===== src/rtl/timer_bank.sv =====
// Bank of NCH independent one-shot timers with shadowed periods,
// per-channel retrigger mode, abort, and natural-expiry DONE pulses.
module timer_bank #(
    parameter int NCH     = 4,
    parameter int W       = 16,
    parameter int DEF_PER = 255,
    localparam int SELW   = (NCH > 1) ? $clog2(NCH) : 1
) (
    input  logic            clk_i,
    input  logic            r_n_i,
    input  logic [NCH-1:0]  trg_i,
    input  logic [NCH-1:0]  mode_i,
    input  logic [NCH-1:0]  abort_i,
    input  logic            per_we_i,
    input  logic [SELW-1:0] per_sel_i,
    input  logic [W-1:0]    per_data_i,
    output logic [NCH-1:0]  out_o,
    output logic [NCH-1:0]  done_o,
    output logic            busy_o
);

    logic [W-1:0]   sp_q  [NCH];
    logic [W-1:0]   sp_d  [NCH];
    logic [W-1:0]   ap_q  [NCH];
    logic [W-1:0]   ap_d  [NCH];
    logic [W-1:0]   cnt_q [NCH];
    logic [W-1:0]   cnt_d [NCH];
    logic [NCH-1:0] run_q, run_d;
    logic [NCH-1:0] done_q, done_d;
    logic           busy_q;

    // State register: run_q is the per-channel IDLE/RUN state bit.
    always_ff @(posedge clk_i) begin
        if (!r_n_i) begin
            for (int i = 0; i < NCH; i++) begin
                sp_q[i]  <= W'(DEF_PER);
                ap_q[i]  <= W'(DEF_PER);
                cnt_q[i] <= '0;
            end
            run_q  <= '0;
            done_q <= '0;
            busy_q <= 1'b0;
        end else begin
            for (int i = 0; i < NCH; i++) begin
                sp_q[i]  <= sp_d[i];
                ap_q[i]  <= ap_d[i];
                cnt_q[i] <= cnt_d[i];
            end
            run_q  <= run_d;
            done_q <= done_d;
            busy_q <= |run_d;
        end
    end

    // Next state. Triggers read sp_q, so a same-edge period write lands on the next term.
    always_comb begin
        for (int i = 0; i < NCH; i++) begin
            sp_d[i]   = sp_q[i];
            ap_d[i]   = ap_q[i];
            cnt_d[i]  = cnt_q[i];
            run_d[i]  = run_q[i];
            done_d[i] = 1'b0;
            if (per_we_i && per_sel_i == SELW'(i)) begin
                sp_d[i] = per_data_i;
            end
            if (abort_i[i]) begin
                run_d[i] = 1'b0;
                cnt_d[i] = '0;
            end else if (!run_q[i]) begin
                if (trg_i[i] && sp_q[i] != '0) begin
                    run_d[i] = 1'b1;
                    ap_d[i]  = sp_q[i];
                    cnt_d[i] = '0;
                end
            end else if (trg_i[i] && mode_i[i]) begin
                // Retrigger beats expiry; a zero period behaves like abort.
                if (sp_q[i] == '0) begin
                    run_d[i] = 1'b0;
                    cnt_d[i] = '0;
                end else begin
                    ap_d[i]  = sp_q[i];
                    cnt_d[i] = '0;
                end
            end else if (cnt_q[i] == ap_q[i] - W'(1)) begin
                run_d[i]  = 1'b0;
                cnt_d[i]  = '0;
                done_d[i] = 1'b1;
            end else begin
                cnt_d[i] = cnt_q[i] + W'(1);
            end
        end
    end

    always_comb begin
        out_o  = run_q;
        done_o = done_q;
        busy_o = busy_q;
    end

endmodule


===== config.mk =====
export PLATFORM = sky130hd
export DESIGN_NAME = timer_bank
export DESIGN_NICKNAME = d
export VERILOG_FILES = /design/src/rtl/timer_bank.sv
export SDC_FILE = /design/constraint.sdc
export NUM_CORES = 1
export LEC_CHECK = 0
export CAP_MARGIN = 20
export CORE_UTILIZATION = 65
export CTS_CLUSTER_DIAMETER = 100
export DETAILED_ROUTE_END_ITERATION = 6
export GPL_TIMING_DRIVEN = 1
export PLACE_DENSITY = 0.93
export SYNTH_ARGS = -nofsm -noshare
export SYNTH_HDL_FRONTEND = slang
export SYNTH_SLANG_ARGS = --single-unit

===== constraint.sdc =====
create_clock -name clk_i -period 4.8 [get_ports clk_i]
set_input_delay 0.96 -clock clk_i [delete_from_list [all_inputs] [get_ports clk_i]]
set_output_delay 0.96 -clock clk_i [all_outputs]
set_load 0.01 [all_outputs]

==> results_dict.tcl <==
# yosys + openroad results
set metrics [dict create \
    outcome "complete, no violations" \
    floorplan.die_area_um2 16000 \
    final.setup.tns_ns 0 \
    postSynth.asyncResetShare 0 \
    worstPathRequired_ns 5.20 \
    yosys.area_share.simple 0.285 \
    final_layout_top_logic_cell "sky130_fd_sc_hd__nand2_1" \
    multi_input_comb_cells 934 \
    cts_tree "done" \
    postLayoutCellArea_um2 11300 \
    switching_share 0.247 \
    num-nonclk-buffers 48 \
    drc 0 \
    hold_depth 2 \
    worstHoldEndpoint "sp_q[3][11]" \
    clk_path_buf_depth 3 \
    cts_resized 0 \
    synthesis.instances 1221 \
    edf_count 0 \
    synth_warnings 0 \
    tally_of_buffers_added_on_design_ports 41 \
    power_per_cell_area_nw_per_um2 320 \
    path_buffers 0 \
    multiInputGateArea_um2 5720 \
    xor_share 0.114 \
    clk_share 0.0621 \
    inverters_excl_clock 29 \
    synthesis.area_um2 10100 \
    grt_setup_unrepaired "no" \
    seq_area_frac 0.358 \
    power.share.sequential 0.485 \
    synth.area.mux_share 0.0667 \
    antennaDiodeCount 0 \
    log.warning_count 26 \
    clkPwrFrac 0.449 \
    share_of_synthesized_cell_area_in_full_adder_half_adder_and_majority_cells 0.00991 \
    routed_wire_length_per_instance_um 17.4 \
    cp-end-kind "register" \
    cell_class_with_the_largest_area_share "combinational gates" \
    dp_hpwl_um 16500 \
    setup_viol_count_final 0 \
    fin_crit_sh 0.712 \
    seqCellArea_um2 4020 \
    power.switching_w 0.000889 \
    path_class "register to register" \
    critical_path.cell_chain "nor4_2 > nand2_1 > xnor2_1 > a2111oi_0 > nand4b_1 > o31ai_1 > a21o_1 > nor2_1" \
    numPlacedInstances 1399 \
    aoi_share 0.0909 \
    maxSlewViolCount 0 \
    comb_area_share 0.508 \
    floorplan.nets 1262 \
    critical_path.endpoint "cnt_q[3][4]" \
    total_setup_buffers_inserted_after_cts 0 \
    cts_root_buffer "sky130_fd_sc_hd__clkbuf_16" \
    intPower_w 0.00271 \
    vias_in_the_first_global_route 8534 \
    p_leak_nw 4.16 \
    synthToLayoutAreaGrowth_pct 11.4 \
    ys_top_logic_family "simple AND/OR/NAND/NOR gates" \
    count_of_nets_left_with_antenna_violations_after_detail_routing 0 \
    buffer_area_frac 0.0414 \
]
## layer usage
layer  GRT usage  up-vias  share of wire
met1       0.385     4292           0.41
met4       0.141        0          0.042
met5           0        -              0
li1            -     4269              -
met3      0.0515      109          0.070
met2       0.537      457           0.48
## through the flow
stage	hold slack [ns]	worst slack (ns)	power (W)
6_report	0.473	1.38	0.00360
5_1_grt	0.503	1.09	0.00370
4_1_cts	0.474	1.42	0.00359
3_5_place_dp	0.466	1.43	0.00200
3_3_place_gp	0.461	1.53	0.00199
2_1_floorplan	0.448	1.82	0.00192
## synthesized netlist by cell type, drive strengths merged, types with 5 or more instances
library cell / n / area (µm²)
nor2: 142 / 561
nand2: 209 / 785
a31oi: 9 / 62.6
nand2b: 12 / 75.1
nand3: 65 / 325
and3: 13 / 81.3
a22oi: 5 / 37.5
nor4b: 6 / 65.1
buf: 10 / 73.8
ha: 8 / 100
nor2b: 6 / 37.5
o21ai: 15 / 90.1
a2111oi: 5 / 70.1
nor4: 34 / 234
mux2i: 65 / 651
dfxtp: 201 / 4020
xor2: 56 / 490
a21oi: 51 / 255
nor3: 29 / 145
a21o: 6 / 45.0
clkbuf: 47 / 176
o211ai: 10 / 75.1
or3: 11 / 83.8
or4: 8 / 63.8
inv: 29 / 109
and2: 6 / 37.5
xnor2: 75 / 657
nand4: 28 / 175
## power by group through the flow
| stage | Clock (W) | Combinational (W) | Sequential, W |
|---|---|---|---|
| 4_1_cts | 0.00162 | 0.000230 | 0.00174 |
| 5_1_grt | 0.00170 | 0.000255 | 0.00175 |
| 3_3_place_gp | 0 | 0.000218 | 0.00178 |
| 3_5_place_dp | 0 | 0.000225 | 0.00178 |
| 6_report | 0.00161 | 0.000237 | 0.00175 |
| 2_1_floorplan | 0 | 0.000151 | 0.00177 |
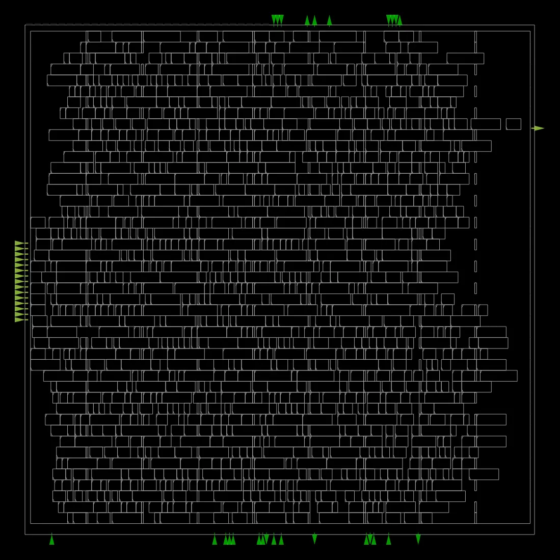
Figure 1: cell outlines without signal wires.
final cell utilization of the core: 0.740
count of fill cells added during filler insertion: 1034
Placeable Area: 15200 µm²
flip-flops: 201

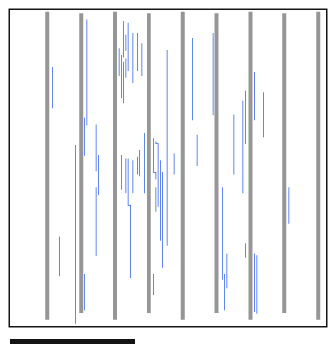
Figure 2: signal wires on met4.
Bar = 50 µm. Supply wires on this layer in gray.
- main direction: vertical
- share of all routed wire: 4.2%
final wirelength: 25100 µm
via count: 9127

Power and IR drop assume default switching activity.
